$ cat src/rtl/pipeline_hazard_unit.sv
// pipeline_hazard_unit
// Tracks destination registers of in-flight instructions through the
// post-decode stages and drives the decode-stage bypass selects for rs and rt.
// It also detects load-use hazards, which stall decode and insert a bubble.
// Killed decode instructions enter EX as bubbles. A saturating counter records
// the number of stall cycles.
module pipeline_hazard_unit #(
  parameter int REG_AW     = 5,
  parameter int STAGES     = 3,
  parameter int LOAD_STAGE = 2,
  parameter int CNT_W      = 16,
  parameter int SEL_W      = 2
) (
  input  logic              i_clk,
  input  logic              i_rst_n,
  input  logic              i_valid_d,
  input  logic              i_kill_d,
  input  logic [REG_AW-1:0] i_rs,
  input  logic [REG_AW-1:0] i_rt,
  input  logic              i_use_rs,
  input  logic              i_use_rt,
  input  logic [REG_AW-1:0] i_rw_d,
  input  logic              i_regwr_d,
  input  logic              i_memread_d,
  input  logic              i_cnt_clr,
  output logic [SEL_W-1:0]  o_asrc,
  output logic [SEL_W-1:0]  o_bsrc,
  output logic              o_stall,
  output logic [STAGES-1:0] o_stage_regwr,
  output logic              o_wb_en,
  output logic [REG_AW-1:0] o_wb_rw,
  output logic [CNT_W-1:0]  o_stall_cnt
);

  // Per-stage fields. Index k-1 holds stage k, so index 0 is EX.
  logic [STAGES-1:0]             stg_valid;
  logic [STAGES-1:0]             stg_regwr;
  logic [STAGES-1:0]             stg_load;
  logic [STAGES-1:0][REG_AW-1:0] stg_rw;

  logic [CNT_W-1:0] stall_cnt;
  logic             haz_rs;
  logic             haz_rt;
  logic [SEL_W-1:0] sel_rs;
  logic [SEL_W-1:0] sel_rt;

  // Youngest-producer search for one source operand.
  // Returns {hazard, select}. Register r0 and unused sources never forward.
  function automatic logic [SEL_W:0] lookup(
    input logic [REG_AW-1:0]             src,
    input logic                          used,
    input logic [STAGES-1:0]             v,
    input logic [STAGES-1:0]             wr,
    input logic [STAGES-1:0]             ld,
    input logic [STAGES-1:0][REG_AW-1:0] rw
  );
    logic [SEL_W-1:0] sel;
    logic             haz;
    logic             found;
    sel   = '0;
    haz   = 1'b0;
    found = 1'b0;
    if (used && (src != '0)) begin
      for (int k = 0; k < STAGES; k++) begin
        if (!found && v[k] && wr[k] && (rw[k] == src)) begin
          found = 1'b1;
          sel   = SEL_W'(k + 1);
          haz   = ld[k] && ((k + 1) < LOAD_STAGE);
        end
      end
    end
    return {haz, sel};
  endfunction

  // Bypass selects and load-use hazards from the tracked stages and decode sources.
  always_comb begin
    {haz_rs, sel_rs} = lookup(i_rs, i_use_rs, stg_valid, stg_regwr, stg_load, stg_rw);
    {haz_rt, sel_rt} = lookup(i_rt, i_use_rt, stg_valid, stg_regwr, stg_load, stg_rw);
  end

  assign o_asrc        = sel_rs;
  assign o_bsrc        = sel_rt;
  assign o_stall       = i_valid_d & ~i_kill_d & (haz_rs | haz_rt);
  assign o_stage_regwr = stg_valid & stg_regwr;
  assign o_wb_en       = o_stage_regwr[STAGES-1];
  assign o_wb_rw       = stg_rw[STAGES-1];
  assign o_stall_cnt   = stall_cnt;

  // Advance the tracking pipeline every cycle. Stalled or killed decode slots enter as bubbles.
  always_ff @(posedge i_clk or negedge i_rst_n) begin
    if (!i_rst_n) begin
      stg_valid <= '0;
      stg_regwr <= '0;
      stg_load  <= '0;
      stg_rw    <= '0;
    end else begin
      stg_valid <= {stg_valid[STAGES-2:0], i_valid_d & ~i_kill_d & ~o_stall};
      stg_regwr <= {stg_regwr[STAGES-2:0], i_regwr_d};
      stg_load  <= {stg_load[STAGES-2:0], i_memread_d};
      stg_rw    <= {stg_rw[STAGES-2:0], i_rw_d};
    end
  end

  // Saturating stall-cycle counter. Clear has priority over counting.
  always_ff @(posedge i_clk or negedge i_rst_n) begin
    if (!i_rst_n) begin
      stall_cnt <= '0;
    end else if (i_cnt_clr) begin
      stall_cnt <= '0;
    end else if (o_stall && (stall_cnt != '1)) begin
      stall_cnt <= stall_cnt + CNT_W'(1);
    end
  end

endmodule

$ cat config.mk
export PLATFORM = sky130hd
export DESIGN_NAME = pipeline_hazard_unit
export DESIGN_NICKNAME = d
export VERILOG_FILES = /design/src/rtl/pipeline_hazard_unit.sv
export SDC_FILE = /design/constraint.sdc
export NUM_CORES = 1
export LEC_CHECK = 0
export ABC_AREA = 1
export CELL_PAD_IN_SITES_DETAIL_PLACEMENT = 1
export CELL_PAD_IN_SITES_GLOBAL_PLACEMENT = 1
export CORE_UTILIZATION = 36
export DETAILED_ROUTE_END_ITERATION = 8
export HOLD_SLACK_MARGIN = 0.06
export PLACE_DENSITY = 0.87
export SYNTH_ARGS = -nofsm -noshare
export SYNTH_HDL_FRONTEND = slang
export SYNTH_SLANG_ARGS = --single-unit
$ cat constraint.sdc
create_clock -name i_clk -period 1.9 [get_ports i_clk]
set_clock_uncertainty 0.1 [all_clocks]
set_input_delay 0.475 -clock i_clk [delete_from_list [all_inputs] [get_ports i_clk]]
set_output_delay 0.475 -clock i_clk [all_outputs]
set_load 0.005 [all_outputs]
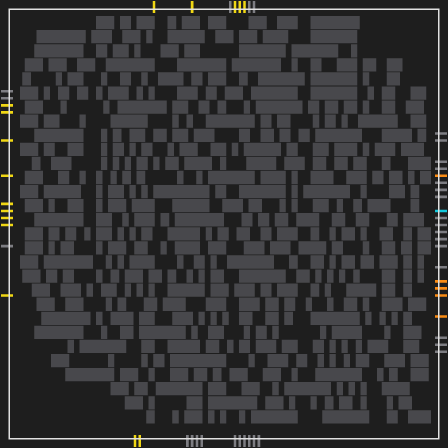
Run 1: pin map
Pins as bars across the die edge, other pins in gray.
legend:
  i_use_rs:
    color: cyan
    pins: 1
    direction: input
    edge: east
  i_rt:
    color: orange
    pins: 5
    direction: input
    edge: east
  o_stall_cnt:
    color: yellow
    pins: 16
    direction: output
    edge: 9 west, 5 north, 2 south
all pins by edge: 22 east, 12 west, 12 south, 8 north

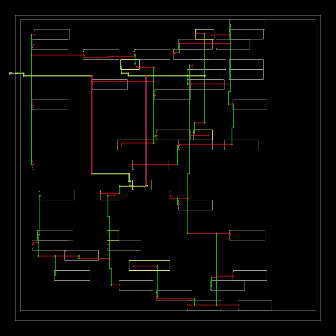
Run 1: clock routing
clock buf count: 5
worst skew pair latency: 310 ps

==> GITHUB_STEP_SUMMARY, run 1 <==
### Yosys + OpenROAD results

| Metric | Value |
|---|---|
| Worst-path clk slew | `80 ps` |
| Seq cells post-synth | `38` |
| Worst Max-Slew Pin Slew | `495.3 ps` |
| Top Usage Layer GRT | `met2` |
| VDD IR max | `between 0.0003 and 0.0004 V` |
| Final WS setup | `-436.3 ps` |
| Power Internal | `1528 uW` |
| First-pass GRT wire length | `approximately 14000 um` |
| RSZ-0062 raised after global routing | `true` |
| Final Hold Viols | `0` |
| Largest net degree at the start of global routing | `21` |
| Slew margin rel. | `66.52%` |
| CP Capture Point | `o_bsrc[1]` |
| Residual DRC count | `0` |
| Sequential share of the synthesized area | `40.58%` |
| Path depth of the worst reg2reg path | `13` |
| FF-to-FF End | `o_stall_cnt[2]` |
| CTS Root Cell | `clkbuf_8` |
| Met2 Wirelength | `5739 um` |
| R2R Path Start | `stg_rw[1]` |
| Startpoint type of the worst setup path | `input pin` |
| M1 GR Usage | `29.47%` |
| GR Overflow Total | `0` |
| Sinks on Clock Net | `38` |
| GR Util All Layers | `28.26%` |
| Final setup fails | `20` |
| Hold Crit Class | `reg2reg` |
| Warnings, synthesis | `0` |
| Failing checks | `negative setup slack` |
| Setup crit start | `i_rt[0]` |
| # rows | `29` |
| WL/cell | `20.66 um` |
| Crit path required time | `about 1300 ps` |
| Most instantiated cells after synthesis | `nand2_1 (80), dfrtp_1 (38), nor2_1 (38), inv_1 (32), nand3_1 (26)` |
| Inst Count DP | `around 470` |
| Design area | `0.003892 mm2` |
| Clock share of power | `41.3%` |
| Synth Instances | `309` |
| Run status | `finished with violations` |
| Layout Nets | `444` |
| Highest routed layer | `met4` |
| Comb pwr | `367 uW` |
| Die Ht | `about 83 um` |
| Post-Layout Cell Count | `497` |
| CP Capture Type | `primary output` |
| Via density | `between 5 and 6` |
| Die area | `0.006836 mm2` |
| Pwr Density | `between 500 and 600 mW/mm2` |
| Clock H-tree levels | `2` |
| IO buf count | `53` |
| WHS | `300.2 ps` |
| Worst EP arrival | `between 1500 and 2000 ps` |
| Pre-placement core utilization | `37.12%` |
| P_seq | `862 uW` |
| Final WL | `10270 um` |
| Comb pwr share | `17.5%` |
| Slew Viols, Final | `0` |
| Leakage power | `between 0.0015 and 0.002 uW` |
| Hold path endpoint | `stg_valid[2]` |
| Total stage count of the critical path | `8` |
| Num CTS Buffers | `5` |
| Final period util | `123.0%` |
| Setup TNS | `-4536 ps` |
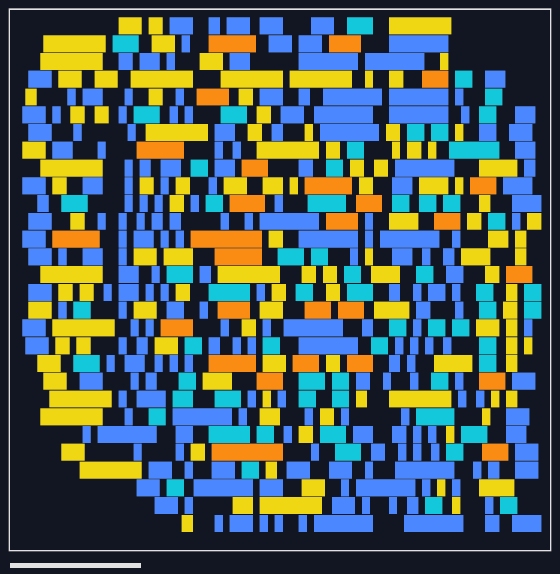
Run 1: cells by drive strength
Bar = 20 um.
legend:
  x6 and larger:
    color: orange
    cells: 27
    share: 6.4%
  x2:
    color: yellow
    cells: 115
    share: 27%
  x3 and x4:
    color: cyan
    cells: 62
    share: 15%
  x1 and smaller:
    color: blue
    cells: 216
    share: 51%

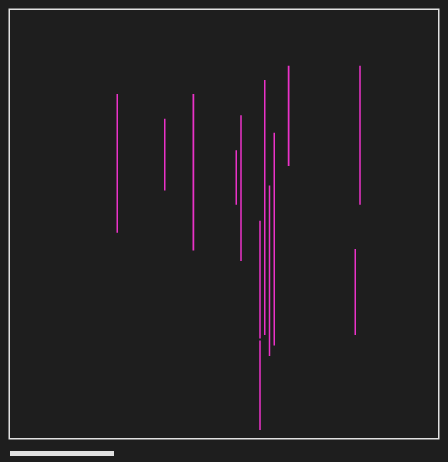
Run 1: signal wires on met4
Bar = 20 um.
wire length on this layer: 332 um
nets with wire on the layer: 13
longest straight run: 49.0 um
share of all routed wire: 3.2%

==> run 1: cells by family (layout without fill, tap and decap cells) <==
group	Yosys count	in the layout	synth area share (%)
adder cells (fa/ha/maj)	1	1	0.5338
XOR/XNOR	17	17	6.353
flip-flops	38	38	40.58
buffers and inverters	50	160	9.824
AND-OR/OR-AND	23	23	6.406
AND/OR/NAND/NOR	180	181	36.31
==> run 1: cells in the final DEF, fill, tap and decap left out, types with 5 or more instances in the layout <==
cell | netlist | routed
buf_2 | 0 | 11
buf_4 | 7 | 42
buf_6 | 0 | 13
clkbuf_8 | 0 | 5
clkdlybuf4s50_1 | 0 | 29
dfrtp_1 | 38 | 21
dfrtp_2 | 0 | 17
inv_1 | 32 | 24
inv_2 | 8 | 16
nand2_1 | 80 | 51
nand2_2 | 13 | 34
nand2_4 | 1 | 8
nand3_1 | 26 | 11
nand3_2 | 2 | 16
nand4_1 | 5 | 5
nor2_1 | 38 | 33
nor2_4 | 2 | 6
xor2_1 | 11 | 11
==> run 1: area by class of cell <==
class / instances / area, um2
sequential: 38 / 972.2
tap: 77 / 96.34
multi-input combinational: 222 / 1516
clock buffer: 5 / 68.82
fill: 739 / 2421
inverter: 40 / 150.1
clock inverter: 3 / 68.82
timing repair buffer: 112 / 1020
==> run 1: timing repair <==
item | CTS | global route
endpoints found under the hold margin | 19 | 0
gates resized | 107 | 82
hold buffers | 1 | 0
setup buffers | 27 | 12
gates cloned | 1 | 0
setup endpoints to repair | 30 | 34
pin swaps | 33 | 37
==> run 1: sequential cells by signal (all words and copies together) (netlist names) <==
| name | flops |
|---|---|
| stg_regwr | 3 |
| stg_valid | 3 |
| stg_rw | 10 |
| o_stall_cnt | 16 |
| stg_load | 1 |
| o_wb_rw | 5 |
==> inputs of run 2 (changes only) <==
--- a/config.mk
+++ b/config.mk
@@ -12,6 +12,7 @@
 export DETAILED_ROUTE_END_ITERATION = 8
 export HOLD_SLACK_MARGIN = 0.06
 export PLACE_DENSITY = 0.87
+export SETUP_SLACK_MARGIN = 0.02
 export SYNTH_ARGS = -nofsm -noshare
 export SYNTH_HDL_FRONTEND = slang
 export SYNTH_SLANG_ARGS = --single-unit
==> constraint.sdc (replaced) <==
create_clock -name i_clk -period 1.9 [get_ports i_clk]
set_clock_uncertainty 0.1 [all_clocks]
set_input_delay 0.285 -clock i_clk [delete_from_list [all_inputs] [get_ports i_clk]]
set_output_delay 0.285 -clock i_clk [all_outputs]
set_load 0.005 [all_outputs]
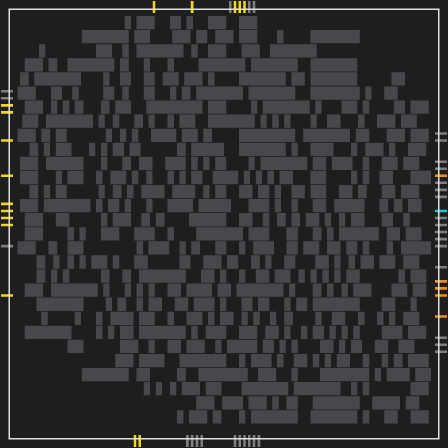
Run 2: pin map
Pins as bars across the die edge, other pins in gray.
legend:
  o_stall_cnt:
    color: yellow
    pins: 16
    direction: output
    edge: 9 west, 5 north, 2 south
  i_rt:
    color: orange
    pins: 5
    direction: input
    edge: east
  i_use_rs:
    color: cyan
    pins: 1
    direction: input
    edge: east
all pins by edge: 22 east, 12 west, 12 south, 8 north

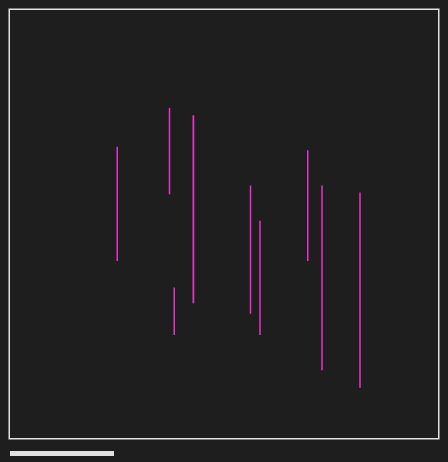
Run 2: signal wires on met4
Bar = 20 um.
nets with wire on the layer: 9
main direction: vertical
longest straight run: 37.4 um
wire length on this layer: 223 um
share of all routed wire: 2.7%

==> run 2 against run 1 <==
Wire length down 19%. Core utilization down 5.5 points. Highest routed layer unchanged. The run still ends with negative setup slack left. Count of clock-buffer cells in the layout unchanged. Flip-flop count unchanged. Non-clock buffer count down 11. Area after synthesis unchanged. Combinational power down 17%.
==> GITHUB_STEP_SUMMARY, run 2 <==
### Yosys + OpenROAD results

| Metric | Value |
|---|---|
| Leakage power | `0.001696 uW` |
| Clock H-tree levels | `2` |
| WS Path Type | `reg2out` |
| Final WS setup | `-240.8 ps` |
| Count leader, synth | `nand2_1` |
| Crit-path max cell delay | `roughly 450 ps` |
| Die W | `approximately 83 um` |
| MUX area fraction | `0%` |
| Inst Count DP | `467` |
| Routed Antenna Nets | `0` |
| Highest routed layer | `met4` |
| Die area | `0.006836 mm2` |
| CORE AREA | `0.006314 mm2` |
| Adder Share, Synth | `less than 1%` |
| Failing checks | `negative setup slack` |
| Number of enable flip-flop cells | `0` |
| Die Ht | `between 80 and 90 um` |
| Top Layout Cells | `nand2_1 (72), buf_4 (39), clkdlybuf4s50_1 (37)` |
| Warnings, synthesis | `0` |
| M1 GR Usage | `between 20% and 30%` |
| IO buf count | `53` |
| Clk buf depth | `2` |
| Startpoint type of the worst setup path | `flip-flop` |
| Hpwl dp | `5724 um` |
| Worst Path Max Fanout | `2` |
| Final WL | `8273 um` |
| Seq cells post-synth | `38` |
| Largest net degree at the start of global routing | `21` |
| Sequential share of the synthesized area | `40.58%` |
| Async S/R FF share, synth | `100.0%` |
| Final setup fails | `19` |
| Worst Max-Slew Pin Slew | `484.3 ps` |
| Design area | `0.003547 mm2` |
| CP Capture Type | `primary output` |
| Ys cells | `309` |
| Max reg flops | `16` |
| WL/cell | `17.06 um` |
| Via density | `5.115` |
| Sinks on Clock Net | `38` |
| Worst skew pair latency | `290 ps` |
| Pre-placement core utilization | `37.12%` |
| Final Hold Viols | `0` |
| GR Util met3 | `3.516%` |
| Vias in the first global route | `between 2000 and 3000` |
| Residual DRC count | `0` |
| Area contributors post-synth | `dfrtp_1 (41%), nand2_1 (13%), nor2_1 (6.1%), nand3_1 (5.6%), inv_1 (5.1%)` |
| Setup TNS | `-2198 ps` |
| Dominant logic cell type in the layout | `nand2_1` |
| Initial antenna violation count | `0` |
| Placed cell areas | `0.003183 mm2` |
| Worst EP arrival | `~1800 ps` |
| Maxcap violations | `0` |
| Synthesized area | `0.002343 mm2` |
| Final min period | `2141 ps` |
| Area reported by Yosys stat | `~0.0023 mm2` |
| GR Util All Layers | `24.80%` |
| Ao+oa area frac | `between 6 and 7%` |
| ANT cells | `0` |
| Buf+Inv Stages, Crit Path | `3` |
| Iter 0 DRT Violations | `between 100 and 150` |
| Met1 Routed Length | `3209 um` |
| Hold Crit Class | `reg2reg` |
| Worst-path clk slew | `90 ps` |
| Top logic family | `simple AND/OR/NAND/NOR gates` |
| Predominant post-synthesis flop cell | `dfrtp_1` |
| Avg Cell Area, Syn | `7.584 um2` |
| Router iterations before antenna repair | `4` |
| Share of layout cells above drive strength 1 | `31.62%` |
| Num CTS Buffers | `5` |
| Top-area cell share | `between 40% and 50%` |
| Slew Viols, Final | `0` |
| Met2 Wirelength | `4569 um` |
| Post-Layout Cell Count | `485` |
| VDD IR max | `0.0003084 V` |
| Most instantiated cells after synthesis | `nand2_1 (80), dfrtp_1 (38), nor2_1 (38), inv_1 (32), nand3_1 (26)` |
| Final period util | `112.7%` |
| WHS | `roughly 280 ps` |
| Placer congestion estimate | `0.8798` |
| Crit-path cells | `buf_6, a221oi_2, nand2_1, nor2_2, buf_4, nand2_4, a21oi_2, buf_2` |
| I/O pins | `around 54` |
| # rows | `29` |
| Max Clock Freq | `467.1 MHz` |
| CTS Root Cell | `clkbuf_8` |
| Critical-path top delay cell | `dfrtp_2` |
| Layout Nets | `about 430` |
| Family with the most delay on the worst path | `flip-flops` |
| Slew margin rel. | `between 60% and 70%` |
| Met2 Use GR | `47.62%` |
| Synth cell types | `35` |
| Synth Instances | `309` |
| First-pass GRT wire length | `between 10000 and 15000 um` |
| Tool Warnings | `28` |
| Run status | `finished with violations` |
| Synth Net Count | `334` |
| RSZ-0062 raised after global routing | `true` |
| Routed vias | `2481` |
| Top Usage Layer GRT | `met2` |
| Detailed route wirelength on metal3 | `272 um` |
| GR Overflow Total | `0` |
| Xor+xnor area frac | `6.353%` |
| Crit path required time | `1510 ps` |
| Pwr Density | `approximately 560 mW/mm2` |
| TritonCTS clock tree | `done` |
| Tot Pwr | `2002 uW` |
| Area leader, netlist | `dfrtp_1` |
| Area growth, synth to finish | `51.36%` |
| Simple-Gate Area Share | `36.31%` |
-- run 2: cell counts after synthesis --
No cell type changed its count.
-- run 2: repair_timing --
action                                 in CTS  in global routing
pin swaps                                  13                 15
hold buffers                                1                  0
setup endpoints to repair                  21                 23
endpoints found under the hold margin      19                  0
resized                                    53                 29
buffers inserted                            8                  4
-- run 2: layout make-up --
| class | instances | area [um2] |
|---|---|---|
| Clock inverter | 3 | 68.82 |
| Multi-Input combinational cell | 221 | 1305 |
| Fill cell | 774 | 2766 |
| Clock buffer | 5 | 68.82 |
| Tap cell | 77 | 96.34 |
| Sequential cell | 38 | 955.9 |
| Inverter | 40 | 150.1 |
| Timing Repair Buffer | 101 | 902.1 |
-- run 2: worst paths after layout --
path | slack, ps | from | depth (start not counted) | to
max | -240 | o_wb_rw[1] | 8 | o_bsrc[0]
min | 280 | stg_valid[1] | 0 | stg_valid[2]
max reg2reg | -120 | stg_rw[0] | 13 | o_stall_cnt[2]
min reg2reg | 280 | stg_valid[1] | 0 | stg_valid[2]
max in group asynchronous | 840 | i_rst_n | 3 | stg_load[0]
min in group asynchronous | 370 | i_rst_n | 2 | o_stall_cnt[9]
-- run 2: where the power goes --
part	leakage (uW)	switching (uW)	internal, uW
Sequential	0.000480	24.6	833
Clock	0.0000683	313	526
Combinational	0.00115	159	146
-- run 2: logic make-up after synthesis --
family	after synthesis
xor gates and xnor gates	17
and+or+nand+nor	180
AOI/OAI and AO/OA	23
buffers and inverters	50
adders and majority gates	1
DFF	38
-- run 2: through the flow --
step	worst slack, ps	utilization (%)
CTS	-239.0	54.78
finish	-240.8	56.18
global placement	-651.4	50.42
floorplan	180.0	-
global route	-343.7	56.18
detailed placement	-696.5	50.42
Power is estimated from default activity; no workload was simulated.
